Fig. 1: run 1, close-up of the layout
Region (53, 46) to (78, 71) um. Cells in grey, sequential cells in the stronger grey; small squares are vias.
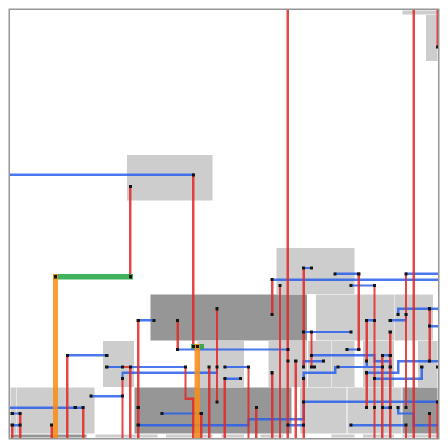
Fig. 2: run 1, placement density heat map
Drawn at 2 px/um. The die is cut into 13 by 12 equal tiles; black is low, pale yellow is high, 0 to 100% covered.
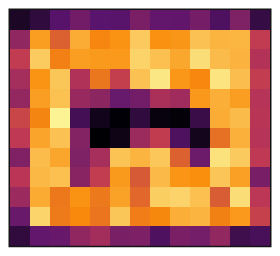
Fig. 3: run 1, cells coloured by class
Drawn at 3 px/um. Fill, decap, tap and diode cells in grey.
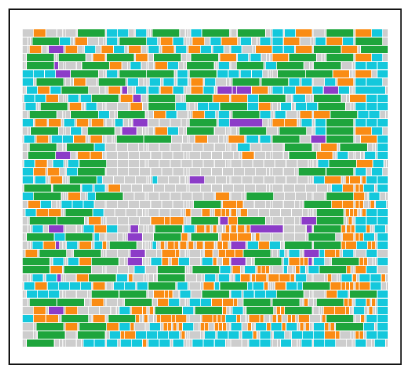
Fig. 4: run 1, clock distribution
Drawn at 4 px/um.
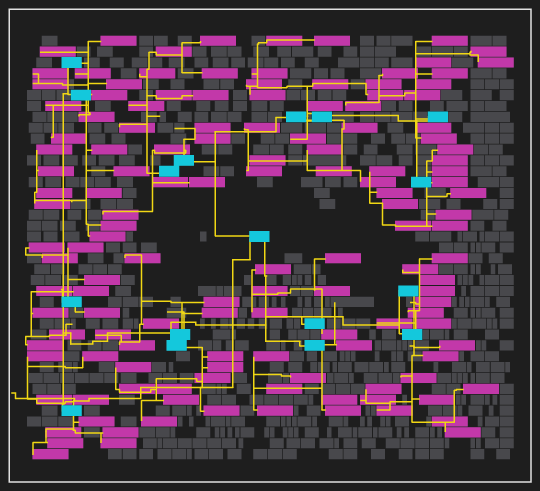
==> src/rtl/mem_arb_pkg.sv <==
// Shared types and constants for the fetch/data memory arbiter.
package mem_arb_pkg;

  localparam int unsigned MEM_AW = 32;
  localparam int unsigned MEM_DW = 32;

  // Owner codes as seen on the owner output.
  localparam logic [1:0] OWNER_NONE = 2'd0;
  localparam logic [1:0] OWNER_IF   = 2'd1;
  localparam logic [1:0] OWNER_DM   = 2'd2;

  // State values equal the owner codes, so owner is simply a copy of the state.
  typedef enum logic [1:0] {
    IDLE    = OWNER_NONE,
    IF_XFER = OWNER_IF,
    DM_XFER = OWNER_DM
  } state_e;

endpackage

==> src/rtl/mem_arb_if.sv <==
// Bundle of the fetch port, the data port and the shared-memory port.
interface mem_arb_if #(
  parameter int unsigned AW = 32,
  parameter int unsigned DW = 32
);
  logic          if_req;
  logic [AW-1:0] if_addr;
  logic [DW-1:0] if_rdata;
  logic          if_ack;

  logic          dm_req;
  logic          dm_we;
  logic [AW-1:0] dm_addr;
  logic [DW-1:0] dm_wdata;
  logic [DW-1:0] dm_rdata;
  logic          dm_ack;

  logic          mem_req;
  logic          mem_we;
  logic [AW-1:0] mem_addr;
  logic [DW-1:0] mem_wdata;
  logic [DW-1:0] mem_rdata;
  logic          mem_ready;

  logic [1:0]    owner;

  // Arbiter view.
  modport slave (
    input  if_req, if_addr, dm_req, dm_we, dm_addr, dm_wdata, mem_rdata, mem_ready,
    output if_rdata, if_ack, dm_rdata, dm_ack, mem_req, mem_we, mem_addr, mem_wdata, owner
  );

  // Requesters plus memory view.
  modport master (
    output if_req, if_addr, dm_req, dm_we, dm_addr, dm_wdata, mem_rdata, mem_ready,
    input  if_rdata, if_ack, dm_rdata, dm_ack, mem_req, mem_we, mem_addr, mem_wdata, owner
  );
endinterface

==> src/rtl/mem_arb_prio.sv <==
// Priority select (data over fetch) with a fetch starvation counter.
module mem_arb_prio
  import mem_arb_pkg::*;
#(
  parameter int unsigned STARVE_LIMIT = 4
) (
  input  logic clk,
  input  logic rst,
  input  logic i_arb_en,
  input  logic i_if_req,
  input  logic i_if_mask,
  input  logic i_dm_req,
  input  logic i_dm_mask,
  output logic o_grant_if,
  output logic o_grant_dm
);
  localparam logic [3:0] LIMIT = 4'(STARVE_LIMIT);

  logic [3:0] r_starve_cnt;
  logic       w_if_pend;
  logic       w_dm_pend;
  logic       w_starved;

  // Data wins unless fetch has waited through LIMIT data grants.
  always_comb begin
    w_if_pend  = i_if_req && !i_if_mask;
    w_dm_pend  = i_dm_req && !i_dm_mask;
    w_starved  = (r_starve_cnt == LIMIT);
    o_grant_dm = i_arb_en && w_dm_pend && !(w_if_pend && w_starved);
    o_grant_if = i_arb_en && w_if_pend && !o_grant_dm;
  end

  // Count data grants taken while fetch waits; clear on any fetch grant.
  always_ff @(posedge clk or negedge rst) begin
    if (!rst) begin
      r_starve_cnt <= '0;
    end else if (o_grant_if) begin
      r_starve_cnt <= '0;
    end else if (o_grant_dm && w_if_pend && (r_starve_cnt != LIMIT)) begin
      r_starve_cnt <= r_starve_cnt + 4'd1;
    end
  end

endmodule

==> src/rtl/mem_arbiter.sv <==
// Two-master arbiter sharing one variable-latency memory port.
module mem_arbiter
  import mem_arb_pkg::*;
#(
  parameter int unsigned AW           = MEM_AW,
  parameter int unsigned DW           = MEM_DW,
  parameter int unsigned STARVE_LIMIT = 4
) (
  input  logic     clk,
  input  logic     rst,
  mem_arb_if.slave bus
);
  state_e        r_state;
  state_e        w_next;
  logic          w_arb_en;
  logic          w_grant_if;
  logic          w_grant_dm;
  logic          w_done_if;
  logic          w_done_dm;

  logic          r_mem_req;
  logic          r_mem_we;
  logic [AW-1:0] r_mem_addr;
  logic [DW-1:0] r_mem_wdata;
  logic          r_if_ack;
  logic          r_dm_ack;
  logic [DW-1:0] r_if_rdata;
  logic [DW-1:0] r_dm_rdata;
  logic [1:0]    r_owner;

  // The ack register doubles as the mask: a requester is ignored in its ack cycle.
  mem_arb_prio #(.STARVE_LIMIT(STARVE_LIMIT)) u_prio (
    .clk        (clk),
    .rst        (rst),
    .i_arb_en   (w_arb_en),
    .i_if_req   (bus.if_req),
    .i_if_mask  (r_if_ack),
    .i_dm_req   (bus.dm_req),
    .i_dm_mask  (r_dm_ack),
    .o_grant_if (w_grant_if),
    .o_grant_dm (w_grant_dm)
  );

  // State register.
  always_ff @(posedge clk or negedge rst) begin
    if (!rst) r_state <= IDLE;
    else      r_state <= w_next;
  end

  // Next state: grant from IDLE, return to IDLE on mem_ready.
  always_comb begin
    w_next = r_state;
    case (r_state)
      IDLE: begin
        if (w_grant_dm)      w_next = DM_XFER;
        else if (w_grant_if) w_next = IF_XFER;
      end
      IF_XFER, DM_XFER: begin
        if (bus.mem_ready) w_next = IDLE;
      end
      default: w_next = IDLE;
    endcase
  end

  // Output decode: arbitration enable and per-owner completion strobes.
  always_comb begin
    w_arb_en  = (r_state == IDLE);
    w_done_if = (r_state == IF_XFER) && bus.mem_ready;
    w_done_dm = (r_state == DM_XFER) && bus.mem_ready;
  end

  // Registered memory command, acks, read data and owner.
  always_ff @(posedge clk or negedge rst) begin
    if (!rst) begin
      r_mem_req   <= 1'b0;
      r_mem_we    <= 1'b0;
      r_mem_addr  <= '0;
      r_mem_wdata <= '0;
      r_if_ack    <= 1'b0;
      r_dm_ack    <= 1'b0;
      r_if_rdata  <= '0;
      r_dm_rdata  <= '0;
      r_owner     <= OWNER_NONE;
    end else begin
      r_if_ack <= w_done_if;
      r_dm_ack <= w_done_dm;
      r_owner  <= w_next;
      if (w_grant_dm) begin
        r_mem_req   <= 1'b1;
        r_mem_we    <= bus.dm_we;
        r_mem_addr  <= bus.dm_addr;
        r_mem_wdata <= bus.dm_wdata;
      end else if (w_grant_if) begin
        r_mem_req  <= 1'b1;
        r_mem_we   <= 1'b0;
        r_mem_addr <= bus.if_addr;
      end else if (w_done_if || w_done_dm) begin
        r_mem_req <= 1'b0;
        r_mem_we  <= 1'b0;
      end
      if (w_done_if)              r_if_rdata <= bus.mem_rdata;
      if (w_done_dm && !r_mem_we) r_dm_rdata <= bus.mem_rdata;
    end
  end

  assign bus.mem_req   = r_mem_req;
  assign bus.mem_we    = r_mem_we;
  assign bus.mem_addr  = r_mem_addr;
  assign bus.mem_wdata = r_mem_wdata;
  assign bus.if_ack    = r_if_ack;
  assign bus.dm_ack    = r_dm_ack;
  assign bus.if_rdata  = r_if_rdata;
  assign bus.dm_rdata  = r_dm_rdata;
  assign bus.owner     = r_owner;

endmodule
==> src/flat_wrapper.sv <==
// flat-port wrapper written by rule: the top's interface ports become plain ports
module mem_arbiter_flat import mem_arb_pkg::*;
#(
  parameter int unsigned AW           = MEM_AW,
  parameter int unsigned DW           = MEM_DW,
  parameter int unsigned STARVE_LIMIT = 4
)
  (clk, rst, bus_if_req, bus_if_addr, bus_dm_req, bus_dm_we, bus_dm_addr, bus_dm_wdata, bus_mem_rdata, bus_mem_ready, bus_if_rdata, bus_if_ack, bus_dm_rdata, bus_dm_ack, bus_mem_req, bus_mem_we, bus_mem_addr, bus_mem_wdata, bus_owner);
  mem_arb_if #(.AW(AW), .DW(DW)) bus_i ();
  input  logic clk;
  input  logic rst;
  input wire logic [$bits(bus_i.if_req)-1:0] bus_if_req;
  input wire logic [$bits(bus_i.if_addr)-1:0] bus_if_addr;
  input wire logic [$bits(bus_i.dm_req)-1:0] bus_dm_req;
  input wire logic [$bits(bus_i.dm_we)-1:0] bus_dm_we;
  input wire logic [$bits(bus_i.dm_addr)-1:0] bus_dm_addr;
  input wire logic [$bits(bus_i.dm_wdata)-1:0] bus_dm_wdata;
  input wire logic [$bits(bus_i.mem_rdata)-1:0] bus_mem_rdata;
  input wire logic [$bits(bus_i.mem_ready)-1:0] bus_mem_ready;
  output wire logic [$bits(bus_i.if_rdata)-1:0] bus_if_rdata;
  output wire logic [$bits(bus_i.if_ack)-1:0] bus_if_ack;
  output wire logic [$bits(bus_i.dm_rdata)-1:0] bus_dm_rdata;
  output wire logic [$bits(bus_i.dm_ack)-1:0] bus_dm_ack;
  output wire logic [$bits(bus_i.mem_req)-1:0] bus_mem_req;
  output wire logic [$bits(bus_i.mem_we)-1:0] bus_mem_we;
  output wire logic [$bits(bus_i.mem_addr)-1:0] bus_mem_addr;
  output wire logic [$bits(bus_i.mem_wdata)-1:0] bus_mem_wdata;
  output wire logic [$bits(bus_i.owner)-1:0] bus_owner;
  assign bus_i.if_req = bus_if_req;
  assign bus_i.if_addr = bus_if_addr;
  assign bus_i.dm_req = bus_dm_req;
  assign bus_i.dm_we = bus_dm_we;
  assign bus_i.dm_addr = bus_dm_addr;
  assign bus_i.dm_wdata = bus_dm_wdata;
  assign bus_i.mem_rdata = bus_mem_rdata;
  assign bus_i.mem_ready = bus_mem_ready;
  assign bus_if_rdata = bus_i.if_rdata;
  assign bus_if_ack = bus_i.if_ack;
  assign bus_dm_rdata = bus_i.dm_rdata;
  assign bus_dm_ack = bus_i.dm_ack;
  assign bus_mem_req = bus_i.mem_req;
  assign bus_mem_we = bus_i.mem_we;
  assign bus_mem_addr = bus_i.mem_addr;
  assign bus_mem_wdata = bus_i.mem_wdata;
  assign bus_owner = bus_i.owner;
  mem_arbiter #(.AW(AW), .DW(DW), .STARVE_LIMIT(STARVE_LIMIT)) u_core (.clk(clk), .rst(rst), .bus(bus_i));
endmodule
==> config.mk <==
export PLATFORM = sky130hd
export DESIGN_NAME = mem_arbiter_flat
export DESIGN_NICKNAME = d
export VERILOG_FILES = /design/src/rtl/mem_arb_pkg.sv /design/src/rtl/mem_arb_if.sv /design/src/rtl/mem_arb_prio.sv /design/src/rtl/mem_arbiter.sv /design/src/flat_wrapper.sv
export SDC_FILE = /design/constraint.sdc
export NUM_CORES = 1
export LEC_CHECK = 0
export CAP_MARGIN = 20
export CORE_ASPECT_RATIO = 0.9
export CORE_MARGIN = 4
export CORE_UTILIZATION = 43
export CTS_BUF_LIST = sky130_fd_sc_hd__clkbuf_8
export CTS_CLUSTER_SIZE = 25
export DETAILED_ROUTE_END_ITERATION = 16
export GPL_TIMING_DRIVEN = 0
export PLACE_DENSITY = 0.84
export SLEW_MARGIN = 20
export SYNTH_ARGS = -nofsm -noshare
export SYNTH_HDL_FRONTEND = slang
export SYNTH_SLANG_ARGS = --single-unit
==> constraint.sdc <==
create_clock -name clk -period 2.1 [get_ports clk]
set_input_delay 0.315 -clock clk [delete_from_list [all_inputs] [get_ports clk]]
set_output_delay 0.315 -clock clk [all_outputs]
set_load 0.01 [all_outputs]
==> datasheet_impl.txt, run 1 <==
Physical design parameters

Parameter                              Value

Run status
  Run status .................. complete, no violations

Power and ir drop
  Highest-power group .................. combinational cells
  Cell Int Power .................. 9.076 mW
  Power in combinational cells .................. 6.60 mW
  Clock share of power .................. 15.3%
  Switch share .................. 31.95%
  Leak pwr .................. 4.259 nW
  Sequential power .................. 4.70 mW
  Net Sw Power .................. 4.261 mW
  Power per unit of standard cell area .................. 1471 nW/um2
  Sequential cell fraction of total power .................. 35.2%
  Part of the power in combinational logic .................. 49.5%
  Total chip power .................. 13.34 mW
  Maximum vdd drop .................. 1.056 mV

Layout
  Multi-input gate share of total cell area .................. 19.94%
  Register share of the cell area .................. 38.08%
  Layout sequential cell count .................. 138
  Highest-count logic cell in the final layout .................. sky130_fd_sc_hd__clkdlybuf4s50_1
  Non-clk invs .................. 102
  Ant. Diodes .................. 0
  Repair and plain buffers .................. 289
  Clock Buffer Count .................. 19
  Area used by sequential logic in the layout .................. 3453 um2
  Count of non-filler cells in the finished layout .................. 895
  Signed area change from the synthesized netlist to the final layout .................. 57.30%
  Share of layout cells above drive strength 1 .................. 19.56%
  Count of multi-input gates .................. 171
  Most frequently placed logic cells in the final layout .................. sky130_fd_sc_hd__clkdlybuf4s50_1 (266), sky130_fd_sc_hd__dfrtp_1 (138), sky130_fd_sc_hd__inv_1 (107), sky130_fd_sc_hd__mux2_2 (68), sky130_fd_sc_hd__a222oi_1 (32)
  Count of filler cells inserted in the layout .................. 899
  Clock network contribution to total cell area .................. 4.112%
  Fraction of area in non-clock buffers .................. 31.38%
  Final #Nets .................. 858
  Area of combinational cells with multiple inputs .................. 1808 um2
  Largest cell class by area .................. sequential cells

GRT
  Met1 routing resource usage after global routing .................. 22.52%
  Met3 usage .................. 8.711%
  Maximum number of pins on one net before global-route repair .................. 79
  GR Util met2 .................. 35.13%
  Number of antenna violations at the first check in global routing .................. 0
  Wire length of the first global-routing pass .................. 24.65 mm
  Overflow left after global routing .................. 0
  Total routing usage reported by global routing .................. 20.91%
  Via count of the first global-routing pass .................. 4840
  Most utilized layer in the global route result .................. met2

STA
  Final worst setup slack .................. 153.0 ps
  Slew Limit Fails .................. 0
  Final setup TNS .................. 0 ps
  Final tally of hold violations .................. 0
  Post-route fraction of the period consumed by the critical path .................. 92.71%
  Final critical path time including I/O delays and setup .................. 1947 ps
  Peak clock frequency supported by timing .................. 513.6 MHz
  Final-report setup violation count .................. 0
  Hold WS .................. 412.2 ps
  Layout Skew .................. 8.015 ps

Worst setup path
  Type of destination of the critical path .................. register
  Cell class contributing the biggest share of worst-path delay .................. buffers and inverters
  Required arrival time at the worst endpoint .................. 2430 ps
  Worst path max stage delay .................. 370 ps
  Arrival time of data at the critical path endpoint .................. 2280 ps
  Worst setup path class .................. register to register
  Worst Setup Start Kind .................. register
  Cell with the largest stage delay on the worst path .................. sky130_fd_sc_hd__dfrtp_1
  Cells traversed along the worst timing path .................. inv_1 -> ha_1 -> and2_1 -> nand2b_1 -> clkbuf_1 -> clkbuf_4 -> mux2_2
  Buffer and inverter count on the worst path .................. 3

Detailed routing
  Routed met3 length .................. 1.631 mm
  Vias .................. 4479
  Post-route met1 wirelength .................. 5.903 mm
  Remaining design rule violation count .................. 0
  Met2 Wirelength .................. 8.073 mm
  Sum of routed wire length over all layers .................. 16.10 mm
  Number of nets with antenna violations after routing .................. 0
  Via density per instance .................. 5.004
  Uppermost layer routed .................. met4
  Initial detailed-routing violation count .................. 293
  Routed wire per std cell .................. 17.98 um
  First-pass iteration count of the detailed router .................. 8

Place
  Post-Place Cells .................. 863
  Post-detailed-placement half-perimeter wirelength .................. 12.32 mm
  Placed cell area .................. 8675 um2
  Post-Place Setup Slack .................. -24.04 ps
  Number of port buffers .................. 267

Synthesis
  Dominant flop cell .................. sky130_fd_sc_hd__dfrtp_1
  Synthesized area .................. 5764 um2
  Number of instances in the synthesized netlist .................. 431
  Number of enable-type register cells in the synthesized netlist .................. 0
  Share of synthesized cell area in full adder, half adder and majority cells .................. 1.085%
  Ys async rst share .................. 100.0%
  Number of flip-flops and latches in the synthesized netlist .................. 138
  Syn_area_per_cell .................. 13.37 um2
  Total cells reported by yosys after synthesis .................. 431
  Mapped Nets .................. 570
  Yosys synthesis chip area .................. 5764 um2
  Top logic cell family in the synthesized netlist .................. multiplexers
  Library cells used by synthesis .................. 30
  AND-OR/OR-AND Cells, Area Fraction .................. 7.662%
  Synth mux share .................. 20.51%
  Post-synthesis share of cell area spent on xor and xnor gates .................. 0%
  Yosys synthesis warning count .................. 0
  Area share of and/or/nand/nor cells after synthesis .................. 2.105%

CTS
  Clock slew at the register clock pins of the worst setup and hold paths .................. 80 ps
  CTS tree .................. done
  Number of CTS-inserted buffers .................. 17
  Number of levels in the clock H-tree .................. 4
  Post-cts repair resize count .................. 0
  CTS Hold Bufs .................. 1
  Buffers inserted during post-CTS setup optimization .................. 0
  Deepest clock path buffer count .................. 2
  CTS Sinks .................. 138

Flow run
  Number of logged tool warnings .................. 30
  Tally of max-capacitance violations .................. 0

Floorplan
  Chip Height .................. 117.8 um
  Tap cell instance count .................. 164
  Fp util .................. 44.58%
  Full die area .................. 15320 um2
  Count of pins on the block boundary .................. 268
  Die x size .................. 130.0 um

Worst hold path
  Class of the worst hold path .................. primary input to register
About Fig. 1:
| layer | colour |
|---|---|
| met4 | orange |
| met1 | blue |
| met3 | green |
| met2 | red |
cells with their middle in the window: 16
sequential cells in the window: 2
most frequent: ha_1 (3), inv_1 (2), dfrtp_1 (2)
netlist names of flops here include: `u_core.u_prio.r_starve_cnt` (2)

About Fig. 2:
tiles over 75% full: 41%
emptiest ninth of the die: centre
fullest tile: 97%
nearly empty tiles: 1.9%
mean over tiles: 58%

About Fig. 3:
| class | colour | cells | share of their area |
|---|---|---|---|
| clock drivers and dummy loads | purple | 31 | 4.2% |
| all other logic | orange | 273 | 25% |
| other buffers and delay cells | cyan | 289 | 32% |
| flops | green | 138 | 39% |
Final Core Density: 70.12%
Placement Rows: 39
floorplan core area: 12930 um2
area of all placed cells without fillers: 9067 um2

About Fig. 4:
[flip-flops] magenta | count: 138
[cells driving clock nets] cyan | count: 17
[clock wires] yellow | length: 1680 um
routed clock nets: 18
flops lie: widely spread
Skew-Pair Late Insertion Delay: 440 ps
Clk. pwr: 2.04 mW

run 1: synthesized netlist by cell type, types with 2 or more instances:
cell,n,area [um2]
sky130_fd_sc_hd__clkbuf_1,4,15.01
sky130_fd_sc_hd__o22ai_1,4,25.02
sky130_fd_sc_hd__nand2b_1,4,25.02
sky130_fd_sc_hd__dfrtp_1,138,3453
sky130_fd_sc_hd__o31ai_1,2,15.01
sky130_fd_sc_hd__nor2b_1,3,18.77
sky130_fd_sc_hd__buf_6,4,45.04
sky130_fd_sc_hd__nand2_1,6,22.52
sky130_fd_sc_hd__o21ai_0,2,10.01
sky130_fd_sc_hd__mux2_4,27,405.4
sky130_fd_sc_hd__ha_1,5,62.56
sky130_fd_sc_hd__mux2_2,68,765.7
sky130_fd_sc_hd__nand3b_1,2,15.01
sky130_fd_sc_hd__buf_2,12,60.06
sky130_fd_sc_hd__inv_1,102,382.9
sky130_fd_sc_hd__a222oi_1,32,320.3
sky130_fd_sc_hd__a21oi_1,3,15.01
run 1: worst paths after layout:
path                       depth (start not counted)                      startpoint  slack, ps                                    to
hold / removal                                     3                 bus_if_addr[14]        410   u_core.bus.mem_addr[14]$_DFFE_PN0P_
setup reg to reg                                   7   u_core.r_state[0]$_DFFE_PN0P_        150   u_core.bus.dm_rdata[11]$_DFFE_PN0P_
setup / recovery                                   7   u_core.r_state[0]$_DFFE_PN0P_        150   u_core.bus.dm_rdata[11]$_DFFE_PN0P_
min in group asynchronous                          2                             rst        450  u_core.bus.mem_wdata[27]$_DFFE_PN0N_
hold reg to reg                                    2  u_core.bus.mem_req$_DFFE_PN0P_        480        u_core.bus.mem_req$_DFFE_PN0P_
max in group asynchronous                          3                             rst        950    u_core.bus.if_rdata[1]$_DFFE_PN0P_
==> inputs of run 2 (changes only) <==
--- a/config.mk
+++ b/config.mk
@@ -10,10 +10,10 @@
 export CORE_MARGIN = 4
 export CORE_UTILIZATION = 43
 export CTS_BUF_LIST = sky130_fd_sc_hd__clkbuf_8
-export CTS_CLUSTER_SIZE = 25
+export CTS_CLUSTER_SIZE = 10
 export DETAILED_ROUTE_END_ITERATION = 16
 export GPL_TIMING_DRIVEN = 0
-export PLACE_DENSITY = 0.84
+export PLACE_DENSITY = 0.88
 export SLEW_MARGIN = 20
 export SYNTH_ARGS = -nofsm -noshare
 export SYNTH_HDL_FRONTEND = slang
==> run 2 against run 1 <==
Die area unchanged. Power up 2.1%. Cell count unchanged. Critical endpoint is now u_core.bus.dm_rdata[28]$_DFFE_PN0P_. Core utilization up 0.35 points. Clock power up 13%.
==> datasheet_impl.txt, run 2 <==
Physical design parameters

Parameter                              Value

CTS
  Deepest clock path buffer count .................. 2 (unchanged)
  Clock slew at the register clock pins of the worst setup and hold paths .................. 80 ps (about the same)
  Post-cts repair resize count .................. 0 (unchanged)
  CTS tree .................. done
  Number of levels in the clock H-tree .................. 4 (unchanged)
  CTS Hold Bufs .................. 1 (unchanged)
  Skew-Pair Late Insertion Delay .................. 440 ps (about the same)
  Buffers inserted during post-CTS setup optimization .................. 0 (unchanged)
  Clock Root Buffer .................. sky130_fd_sc_hd__clkbuf_8

Place
  Number of port buffers .................. 267 (unchanged)
  Post-detailed-placement half-perimeter wirelength .................. 12.37 mm (+0.39%)
  Post-Place Cells .................. 863 (unchanged)
  Final estimated routing congestion in global placement .................. 0.8509
  Placed cell area .................. 8675 um2 (unchanged)
  Post-Place Setup Slack .................. -48.45 ps (-24.42 ps)

Layout
  Highest-count logic cell in the final layout .................. sky130_fd_sc_hd__clkdlybuf4s50_1
  Count of non-filler cells in the finished layout .................. 895 (unchanged)
  Signed area change from the synthesized netlist to the final layout .................. 58.09%
  Area of all placed cells without fillers .................. 9112 um2 (+0.50%)
  Ant. Diodes .................. 0 (unchanged)
  Final #Nets .................. 857 (-0.12%)
  Share of layout cells above drive strength 1 .................. 19.97% (+0.41 points)
  Most frequently placed logic cells in the final layout .................. sky130_fd_sc_hd__clkdlybuf4s50_1 (266), sky130_fd_sc_hd__dfrtp_1 (138), sky130_fd_sc_hd__inv_1 (105), sky130_fd_sc_hd__mux2_2 (68), sky130_fd_sc_hd__a222oi_1 (32)
  Final Core Density .................. 70.47% (+0.35 points)

Synthesis
  Number of instances in the synthesized netlist .................. 431 (unchanged)
  Library cells used by synthesis .................. 30 (unchanged)
  Synth mux share .................. 20.51% (unchanged)
  Yosys synthesis warning count .................. 0 (unchanged)
  Number of flip-flops and latches in the synthesized netlist .................. 138 (unchanged)
  Top logic cell family in the synthesized netlist .................. multiplexers
  Library cell occupying the most area in the post-synthesis netlist .................. sky130_fd_sc_hd__dfrtp_1
  Ys async rst share .................. 100.0% (unchanged)
  Number of enable-type register cells in the synthesized netlist .................. 0 (unchanged)
  Mapped Nets .................. 570 (unchanged)
  Post-synthesis share of cell area spent on xor and xnor gates .................. 0% (unchanged)
  Cell with the most instances after synthesis .................. sky130_fd_sc_hd__dfrtp_1
  AND-OR/OR-AND Cells, Area Fraction .................. 7.662% (unchanged)
  Register area share after synthesis .................. 59.91%
  Total cells reported by yosys after synthesis .................. 431 (unchanged)
  Area share of and/or/nand/nor cells after synthesis .................. 2.105% (unchanged)
  Cell area leaders .................. sky130_fd_sc_hd__dfrtp_1 (60%), sky130_fd_sc_hd__mux2_2 (13%), sky130_fd_sc_hd__mux2_4 (7.0%), sky130_fd_sc_hd__inv_1 (6.6%), sky130_fd_sc_hd__a222oi_1 (5.6%)
  Share of synthesized cell area in full adder, half adder and majority cells .................. 1.085% (unchanged)
  Dominant cell area share .................. 59.91% (unchanged)
  Yosys synthesis chip area .................. 5764 um2 (unchanged)
  Syn_area_per_cell .................. 13.37 um2 (unchanged)
  List of most frequent post-synthesis cells .................. sky130_fd_sc_hd__dfrtp_1 (138), sky130_fd_sc_hd__inv_1 (102), sky130_fd_sc_hd__mux2_2 (68)
  Dominant flop cell .................. sky130_fd_sc_hd__dfrtp_1
  Synthesized area .................. 5764 um2 (unchanged)

STA
  Slew @ Worst Pin .................. 538.6 ps
  Hold WS .................. 368.6 ps (-43.66 ps)
  Final worst setup slack .................. 192.5 ps (+39.46 ps)
  Slew Limit Fails .................. 0 (unchanged)
  Final critical path time including I/O delays and setup .................. 1908 ps (-39.46 ps)
  Peak clock frequency supported by timing .................. 524.2 MHz (+2.1%)
  Unrepaired setup endpoints after global routing .................. no
  Post-route fraction of the period consumed by the critical path .................. 90.83% (-1.9 points)
  Final-report setup violation count .................. 0 (unchanged)
  Worst rel slew slack .................. 63.86%
  Final tally of hold violations .................. 0 (unchanged)

Power and ir drop
  Power per unit of standard cell area .................. 1494 nW/um2 (+1.6%)
  Maximum vdd drop .................. 1.073 mV (+1.6%)
  Leak pwr .................. 4.277 nW (+0.43%)

Floorplan
  Full die area .................. 15320 um2 (unchanged)
  Fp util .................. 44.58% (unchanged)
  Chip Height .................. 117.8 um (unchanged)
  Die x size .................. 130.0 um (unchanged)
  Placement Rows .................. 39 (unchanged)
  Count of pins on the block boundary .................. 268 (unchanged)
  Floorplan core area .................. 12930 um2 (unchanged)

Run status
  Run status .................. complete, no violations

GRT
  Wire length of the first global-routing pass .................. 25.01 mm (+1.5%)
  Most utilized layer in the global route result .................. met2
  Met3 usage .................. 9.211% (+0.50 points)
  Met1 routing resource usage after global routing .................. 22.55% (+0.023 points)
  GR Util met2 .................. 36.83% (+1.7 points)
  Maximum number of pins on one net before global-route repair .................. 85 (+7.6%)
  Number of antenna violations at the first check in global routing .................. 0 (unchanged)
  Total routing usage reported by global routing .................. 21.03% (+0.12 points)
  Overflow left after global routing .................. 0 (unchanged)
  Via count of the first global-routing pass .................. 4771 (-1.4%)

Worst setup path
  Cell with the largest stage delay on the worst path .................. sky130_fd_sc_hd__dfrtp_1
  Type of destination of the critical path .................. register
  Buffer and inverter count on the worst path .................. 2 (-1)
  Cell class contributing the biggest share of worst-path delay .................. buffers and inverters
  Worst path max stage delay .................. 390 ps (+20 ps)
  Arrival time of data at the critical path endpoint .................. 2230 ps (-50 ps)
  Crit path max fanout .................. 10
  Required arrival time at the worst endpoint .................. 2430 ps (about the same)
  Worst Setup Start Kind .................. register
  Worst setup path class .................. register to register
  Cells traversed along the worst timing path .................. inv_1 -> ha_1 -> and2_1 -> nand2b_1 -> buf_2 -> mux2_2

Worst hold path
  Class of the worst hold path .................. primary input to asynchronous set/reset pin

Detailed routing
  Sum of routed wire length over all layers .................. 16.21 mm (+0.69%)
  Uppermost layer routed .................. met4
  Initial detailed-routing violation count .................. 289 (-1.4%)
  Post-route met1 wirelength .................. 5.885 mm (-0.30%)
  Via density per instance .................. 4.945 (-1.2%)
  Routed met3 length .................. 1.629 mm (-0.12%)
  First-pass iteration count of the detailed router .................. 8 (unchanged)
  Number of nets with antenna violations after routing .................. 0 (unchanged)
  Remaining design rule violation count .................. 0 (unchanged)
  Met2 Wirelength .................. 8.423 mm (+4.3%)
  Vias .................. 4426 (-1.2%)
  Routed wire per std cell .................. 18.11 um (+0.69%)

Flow run
  Number of logged tool warnings .................. 29 (-3.3%)
  Tally of max-capacitance violations .................. 0 (unchanged)
-- run 2: cell counts after synthesis --
No cell type changed its count.
-- run 2: cell type report --
cell class / instances / area, um2
inverters: 102 / 382.9
clock inverters: 14 / 178.9
flip-flops and latches: 138 / 3453
repair buffers: 269 / 2715
plain buffers: 19 / 121.4
clock buffers: 18 / 247.7
well taps: 164 / 205.2
fillers: 865 / 3819
multi-input cells: 171 / 1808
-- run 2: logic make-up (layout without fill, tap and decap cells) --
group / Yosys count / in the layout
flip-flops: 138 / 138
AND-OR/OR-AND: 50 / 50
buffers and inverters: 122 / 422
adder cells (fa/ha/maj): 5 / 5
multiplexers: 96 / 96
AND/OR/NAND/NOR: 20 / 20
-- run 2: worst paths after layout --
kind	endpoint	start	cells past startpoint	slack (ps)
min in group clk	u_core.bus.mem_addr[31]$_DFFE_PN0P_	bus_if_addr[31]	3	430
worst min-delay path	u_core.bus.if_rdata[27]$_DFFE_PN0P_	rst	2	370
worst min register to register	u_core.bus.dm_rdata[8]$_DFFE_PN0P_	u_core.bus.dm_rdata[8]$_DFFE_PN0P_	1	510
max in group asynchronous	u_core.bus.mem_wdata[25]$_DFFE_PN0N_	rst	3	970
worst max register to register	u_core.bus.dm_rdata[28]$_DFFE_PN0P_	u_core.r_state[0]$_DFFE_PN0P_	6	190
worst max-delay path	u_core.bus.dm_rdata[28]$_DFFE_PN0P_	u_core.r_state[0]$_DFFE_PN0P_	6	190
-- run 2: power by group --
part / switching, mW / internal [mW]
combinational: 2.59 / 4.00
clock: 0.986 / 1.31
sequential: 0.740 / 3.99
-- run 2: through the flow --
step                      total power, mW  TNS (ps)
after CTS                           13.77         0
after detailed placement            11.38    -818.8
final                               13.61         0
after global routing                14.41         0
after floorplan                     7.713         0
after global placement              11.09   -605130
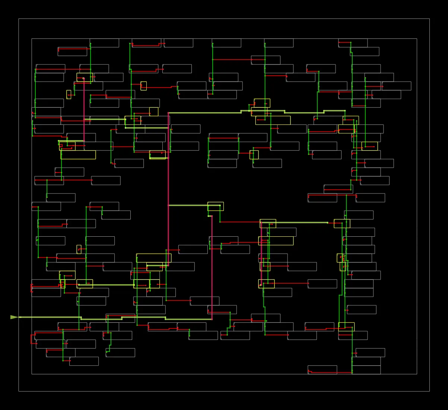
Fig. 5. Clock routing (run 2).
number of CTS-inserted buffers: 17
Clk. pwr: 2.30 mW
CTS Sinks: 138
Layout Skew: 10.10 ps

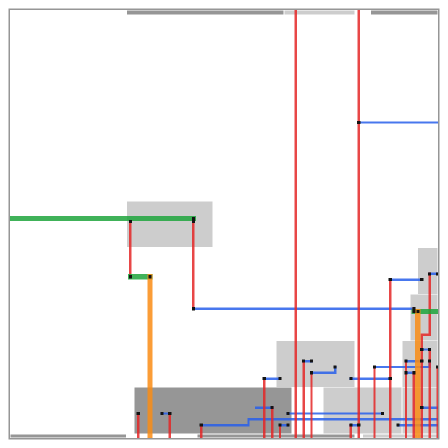
Fig. 6. Close-up of the layout (run 2).
Region (53, 46) to (78, 71) um. Cells in grey, sequential cells in the stronger grey; small squares are vias.
| layer | colour |
|---|---|
| met3 | green |
| met2 | red |
| met1 | blue |
| met4 | orange |
cells with their middle in the window: 6
most frequent: ha_1 (2)
sequential cells in the window: 1
netlist names of flops here include: `u_core.u_prio.r_starve_cnt` (1)

Power figures rest on the tool's default switching activity, not on a simulated workload.
